Figure 1. Routed clock nets over the placement (run 1).
The bar under the picture is 20 µm long.
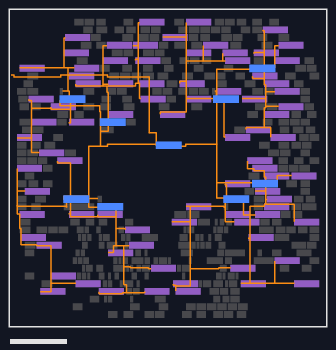
Figure 2. Gate families picked out (run 1).
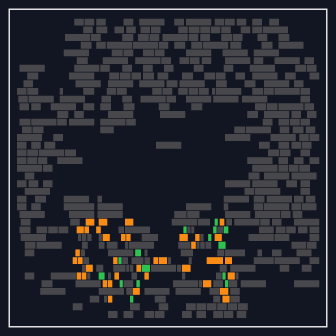
Figure 3. Placement view (run 1).
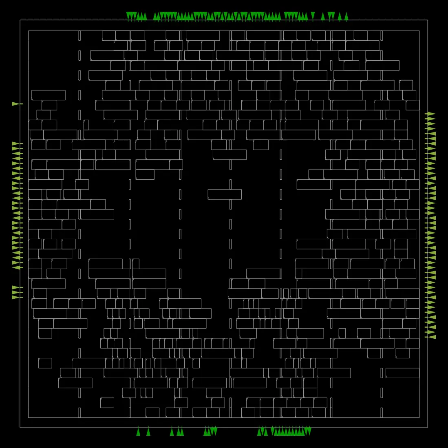
Figure 4. M2 wires (run 1).
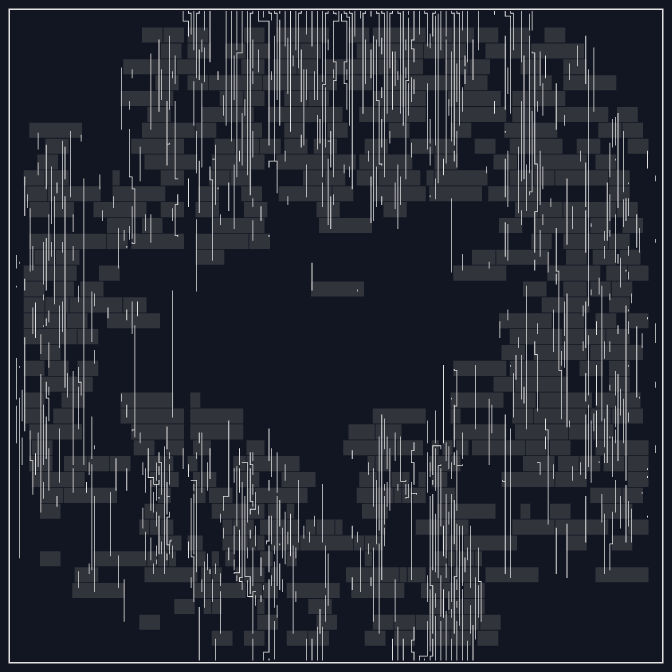
--- src/rtl/halt_pkg.sv ---
// Shared types and cause-code helpers for the halt/trap controller.
package halt_pkg;

  typedef enum logic [1:0] {
    RUN    = 2'd0,
    DRAIN  = 2'd1,
    HALTED = 2'd2,
    RESUME = 2'd3
  } state_t;

  // Hardware causes occupy codes 0..n-1; the two synthetic causes sit just above them.
  function automatic int code_dbg(input int n);
    return n;
  endfunction

  function automatic int code_step(input int n);
    return n + 1;
  endfunction

endpackage

--- src/rtl/halt_prio_enc.sv ---
// Lowest-index-first priority encoder: bit 0 of req has the highest priority.
module halt_prio_enc #(
  parameter int N     = 4,
  parameter int IDX_W = 3
) (
  input  logic [N-1:0]     req,
  output logic             valid,
  output logic [IDX_W-1:0] idx
);

  // Scan from the top down so the lowest set bit is the last one written.
  always_comb begin
    valid = 1'b0;
    idx   = '0;
    for (int i = N - 1; i >= 0; i--) begin
      if (req[i]) begin
        valid = 1'b1;
        idx   = IDX_W'(i);
      end
    end
  end

endmodule

--- src/rtl/halt_ctrl.sv ---
// Halt/trap controller: prioritised maskable causes, debugger halt and single-step,
// with drain-then-halt sequencing and a resume handshake.
module halt_ctrl
  import halt_pkg::*;
#(
  parameter  int NUM_CAUSES = 4,
  parameter  int PC_W       = 32,
  parameter  int STEP_W     = 8,
  localparam int CODE_W     = $clog2(NUM_CAUSES + 2)
) (
  input  logic                  clk,
  input  logic                  reset,
  input  logic [NUM_CAUSES-1:0] cause_i,
  input  logic [NUM_CAUSES-1:0] cause_en_i,
  input  logic [PC_W-1:0]       pc_i,
  input  logic [PC_W-1:0]       tval_i,
  input  logic                  retire_i,
  input  logic                  pipe_idle_i,
  input  logic                  dbg_halt_req_i,
  input  logic                  resume_req_i,
  input  logic [STEP_W-1:0]     step_n_i,
  output logic                  stall_o,
  output logic                  halted_o,
  output logic                  resume_ack_o,
  output logic [CODE_W-1:0]     cause_o,
  output logic [PC_W-1:0]       epc_o,
  output logic [PC_W-1:0]       tval_o,
  output logic                  overflow_o
);

  state_t                  state, state_next;
  logic [STEP_W-1:0]       step_cnt;
  logic                    step_active;
  logic [NUM_CAUSES-1:0]   masked;
  logic                    hw_valid;
  logic [CODE_W-1:0]       hw_idx;
  logic                    step_done;
  logic                    trigger;
  logic [CODE_W-1:0]       win_code;

  assign masked    = cause_i & cause_en_i;
  assign step_done = step_active & retire_i & (step_cnt == STEP_W'(1));
  assign trigger   = hw_valid | dbg_halt_req_i | step_done;

  halt_prio_enc #(
    .N     (NUM_CAUSES),
    .IDX_W (CODE_W)
  ) u_prio_enc (
    .req   (masked),
    .valid (hw_valid),
    .idx   (hw_idx)
  );

  always_comb begin
    win_code = CODE_W'(code_step(NUM_CAUSES));
    if (hw_valid)
      win_code = hw_idx;
    else if (dbg_halt_req_i)
      win_code = CODE_W'(code_dbg(NUM_CAUSES));
  end

  always_comb begin
    state_next = state;
    case (state)
      RUN:     if (trigger) state_next = DRAIN;
      DRAIN:   if (pipe_idle_i) state_next = HALTED;
      HALTED:  if (resume_req_i) state_next = RESUME;
      RESUME:  state_next = RUN;
      default: state_next = RUN;
    endcase
  end

  // Status outputs are registered copies of the next-state decode.
  always_ff @(posedge clk or posedge reset) begin
    if (reset) begin
      state        <= RUN;
      stall_o      <= 1'b0;
      halted_o     <= 1'b0;
      resume_ack_o <= 1'b0;
    end else begin
      state        <= state_next;
      stall_o      <= (state_next != RUN);
      halted_o     <= (state_next == HALTED);
      resume_ack_o <= (state_next == RESUME);
    end
  end

  always_ff @(posedge clk or posedge reset) begin
    if (reset) begin
      cause_o <= '0;
      epc_o   <= '0;
      tval_o  <= '0;
    end else if (state == RUN && trigger) begin
      cause_o <= win_code;
      epc_o   <= pc_i;
      tval_o  <= tval_i;
    end
  end

  // Accepting a resume clears the sticky flag; later triggers outside RUN set it again.
  always_ff @(posedge clk or posedge reset) begin
    if (reset)
      overflow_o <= 1'b0;
    else if (state == HALTED && resume_req_i)
      overflow_o <= 1'b0;
    else if (state != RUN && trigger)
      overflow_o <= 1'b1;
  end

  always_ff @(posedge clk or posedge reset) begin
    if (reset) begin
      step_cnt    <= '0;
      step_active <= 1'b0;
    end else if (state == RESUME) begin
      step_cnt    <= step_n_i;
      step_active <= (step_n_i != '0);
    end else if (state == RUN) begin
      if (step_active && retire_i)
        step_cnt <= step_cnt - STEP_W'(1);
      if (trigger)
        step_active <= 1'b0;
    end
  end

endmodule

--- config.mk ---
export PLATFORM = sky130hd
export DESIGN_NAME = halt_ctrl
export DESIGN_NICKNAME = d
export VERILOG_FILES = /design/src/rtl/halt_pkg.sv /design/src/rtl/halt_prio_enc.sv /design/src/rtl/halt_ctrl.sv
export SDC_FILE = /design/constraint.sdc
export NUM_CORES = 1
export LEC_CHECK = 0
export CAP_MARGIN = 10
export CORE_MARGIN = 2
export CORE_UTILIZATION = 30
export CTS_CLUSTER_SIZE = 30
export DETAILED_ROUTE_END_ITERATION = 8
export PLACE_DENSITY = 0.7
export SYNTH_ARGS = -nofsm -noshare
export SYNTH_HDL_FRONTEND = slang
export SYNTH_SLANG_ARGS = --single-unit
--- constraint.sdc ---
create_clock -name clk -period 3.1 [get_ports clk]
set_input_delay 0.775 -clock clk [delete_from_list [all_inputs] [get_ports clk]]
set_output_delay 0.775 -clock clk [all_outputs]
set_load 0.05 [all_outputs]
==> reports/metrics.yaml, run 1 <==
drv_cap: 0
synth_cells: 259
setup_tns_ns: 0
rr_endpoint: "step_cnt[0]"
initCoreUtil: 0.306
post_cts_buffers: 0
ys.flops: 82
antenna_found_initial: 0
outcome: "completed"
dpl_cell_area_um2: 5220
met2WireLength_um: 4320
place_inst: 550
root_buffer: "clkbuf_16"
power_frac_seq: 0.272
whs_endpoint: "epc_o[3]"
met2_usage: 0.238
crit_fanout: 52
die_w_um: 112
yosysWarningCount: 0
p_sw_uw: 3190
tightest_slew_ns: 0.790
insertion_delay_ns: 0.33
grt_usage: 0.141
vias_per_cell: 4.70
grt_pass1_wl_um: 14100
p_int_uw: 3860
dieArea_um2: 12500
rows: 39
fin_crit_ns: 2.42
ys_cells: 259
required_ns: 3.31
hp-class: "register to register"
clk_path_buf_depth: 2
post-route-util: 0.484
cp_slowest_cell: "clkdlybuf4s50_1"
cp_cell_sequence: "clkdlybuf4s50_1, a22oi_1, nand3b_1, o21ai_4, buf_12, mux2_2"
p_leak_uw: 0.00229
met1Wirelength_um: 3470
Back to the opening pictures, Figure 1:
clock drivers: shown in blue, count 9. flip-flops: shown in purple, count 82. clock wires: shown in orange, length 1090 µm.
There are 10 routed clock nets. Position of the flops: all over the die.

Back to the opening pictures, Figure 2:
aoi and oai cells: shown in orange, cells 37. nand cells: shown in green, cells 15, where bottom centre.

Back to the opening pictures, Figure 3:
non-filler cells, final: 565
n_taps: 143
flop count: 82
Core Region: 11400 µm²

Back to the opening pictures, Figure 4:
The longest straight run is 49.0 µm. The layer carries 4320 µm of wire. 474 nets have wire on it. The wires run mostly vertical. The layer holds 51% of the routed length.

## run 1: power by group through the flow
stage | clock (µW) | sequential (µW) | combinational (µW)
floorplan | 0 | 3540 | 1170
global route | 1120 | 2000 | 4280
detailed placement | 0 | 1930 | 4110
finish | 1040 | 1920 | 4090
CTS | 1080 | 1920 | 4130
global placement | 0 | 1910 | 4060
## run 1: cell usage after synthesis (all sizes together) (3+ instances only)
| cell type | number | area share |
|---|---|---|
| nand2 | 10 | 0.011 |
| nor2 | 9 | 0.0097 |
| mux2 | 64 | 0.21 |
| nor3 | 6 | 0.012 |
| ha | 7 | 0.025 |
| a21oi | 8 | 0.011 |
| dfrtp | 82 | 0.59 |
| buf | 7 | 0.014 |
| nor4 | 4 | 0.0072 |
| or3 | 4 | 0.0072 |
| o21ai | 13 | 0.020 |
| inv | 11 | 0.012 |
| a22oi | 6 | 0.013 |
| o2bb2ai | 3 | 0.0075 |
| clkbuf | 5 | 0.0054 |
## run 1: sequential cells by signal, indices dropped and copies added (netlist names)
register and flops:
epc_o 32, resume_ack_o 1, cause_o 3, step_cnt 8, stall_o 1, state 2
step_active 1, tval_o 32, overflow_o 1, halted_o 1
## run 1: cell families (layout without fill, tap and decap cells)
logic type                 count (synthesis)  in the layout  share of synthesized area
AOI/OAI and AO/OA                         39             39                     0.0733
and+or+nand+nor                           44             44                     0.0690
muxes                                     64             64                      0.212
adders and majority gates                  7              7                     0.0252
buffers and inverters                     23            186                     0.0309
DFF                                       82             82                      0.589
## run 1: cell type report
type,instances,area share
sequential,82,0.373
clock inverter,3,0.00727
timing repair buffer,160,0.294
tap,143,0.0325
inverter,11,0.00773
multi-input combinational,154,0.242
clock buffer,12,0.0448
Figure 5. Placement by cell class (run 1).
The bar under the picture is 20 µm long.
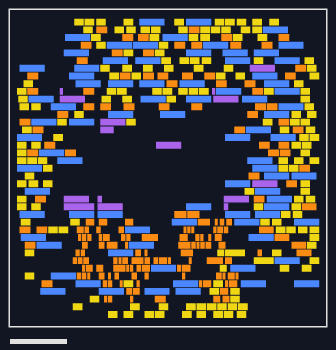

--- run 2 (diff from run 1) ---
Settings changed: PLACE_DENSITY 0.7 to 0.72.
Clock period 3.1 ns to 2.21 ns, I/O delays scaled along.
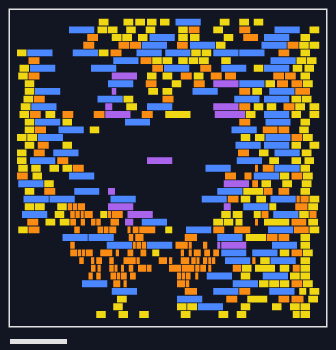
Figure 6: run 2, placement by cell class.
The bar under the picture is 20 µm long.
remaining buffers and delay cells: shown in yellow, cells 171, share of their area 32%. clock drivers and dummy loads: shown in purple, cells 16, share of their area 5.4%. combinational and other logic: shown in orange, cells 165, share of their area 25%. sequential cells: shown in blue, cells 82, share of their area 37%.

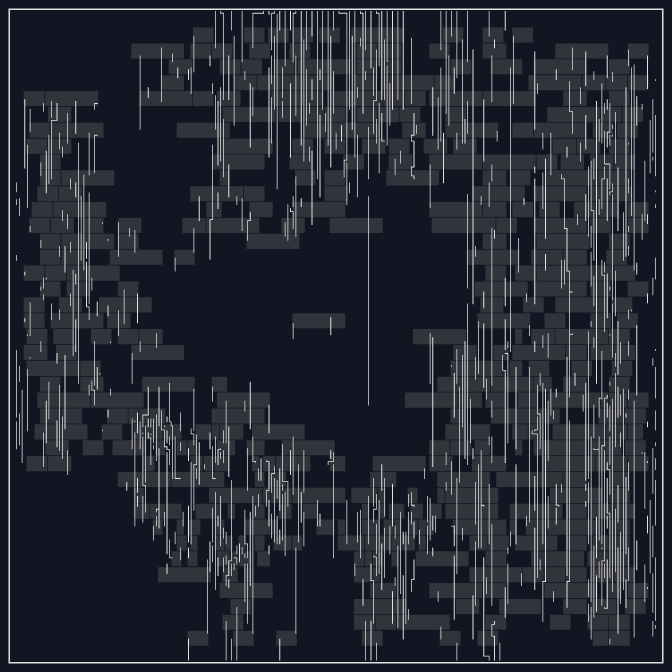
Figure 7: run 2, M2 wires.
481 nets have wire on it. The layer carries 4500 µm of wire. The layer holds 48% of the routed length. The wires run mostly vertical.

==> reports/metrics.yaml, run 2 <==
outcome: "completed"
p_leak_uw: 0.00236
top_cell: "dfrtp_1"
ys.flops: 82
yosysWarningCount: 0
synth.area.top_cells: "dfrtp_1 (59%), mux2_2 (19%), ha_1 (2.5%)"
reg.largest.list: "epc_o: 32 flops, tval_o: 32 flops, step_cnt: 8 flops"
hp-class: "register to register"
fin_crit_ns: 2.17
cp_cell_sequence: "clkdlybuf4s50_1, a22oi_2, nand3b_1, o21ai_4, buf_12, buf_12, mux2_2"
clk_path_buf_depth: 2
required_ns: 2.42
grt_usage: 0.144
rows: 39
initCoreUtil: 0.306
root_buffer: "clkbuf_16"
cp_slowest_cell: "clkdlybuf4s50_1"
die_w_um: 112
place_inst: 557
insertion_delay_ns: 0.32
yosysTopAreaCell: "dfrtp_1"
dpl_cell_area_um2: 5290
synthTopCellsByCount: "dfrtp_1 (82), mux2_2 (59), o21ai_0 (12)"
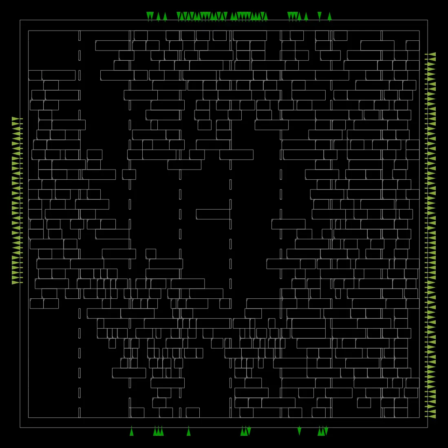
Figure 8: run 2, placement view.
non-filler cells, final: 577
final core occ: 0.499
Fillers: 1022

[run 2: power by group]
part	internal, µW	total (µW)	switching [µW]
sequential	2260	2690	433
combinational	2430	6020	3590
clock	877	1470	590
[run 2: layer usage]
layer  GRT usage  wire (µm)  vias to the layer above
met3      0.0425        699                       12
met4      0.0420         78                        0
met1       0.177       4120                     1323
met5           0          0                        -
li1            -          -                     1262
met2       0.244       4500                      126
[run 2: layout make-up]
type | count | area (µm²) | share of cell area
Timing Repair Buffer | 171 | 1760 | 0.311
Sequential cell | 82 | 2050 | 0.362
Inverter | 11 | 45.0 | 0.00794
Clock inverter | 6 | 66.3 | 0.0117
Tap cell | 143 | 179 | 0.0315
Multi-Input combinational cell | 154 | 1340 | 0.236
Clock buffer | 10 | 229 | 0.0404
[run 2: worst paths after layout]
kind                              end  depth (start not counted)  slack, ns
setup / recovery           tval_o[11]                          7       0.04
hold / removal             tval_o[23]                          1       0.50
setup reg to reg            epc_o[16]                          6       0.10
hold reg to reg            tval_o[23]                          1       0.50
max in group asynchronous   epc_o[10]                          3       1.06
min in group asynchronous   tval_o[4]                          2       0.51
[run 2: timing repair]
action / 4_1_cts / 5_1_grt
endpoints found under the hold margin: 0 / 0
buffers inserted: 0 / 1
pin swaps: 0 / 2
cloned: 0 / 3
setup endpoints to repair: 7 / 13
resized: 1 / 1
[run 2: logic make-up (layout without fill, tap and decap cells)]
| group | after synthesis | after routing | synth area share |
|---|---|---|---|
| DFF | 82 | 82 | 0.589 |
| AOI/OAI and AO/OA | 39 | 39 | 0.0733 |
| adders and majority gates | 7 | 7 | 0.0252 |
| and+or+nand+nor | 44 | 44 | 0.0690 |
| muxes | 64 | 64 | 0.212 |
| buffers and inverters | 23 | 198 | 0.0309 |
Power and IR drop assume default switching activity.
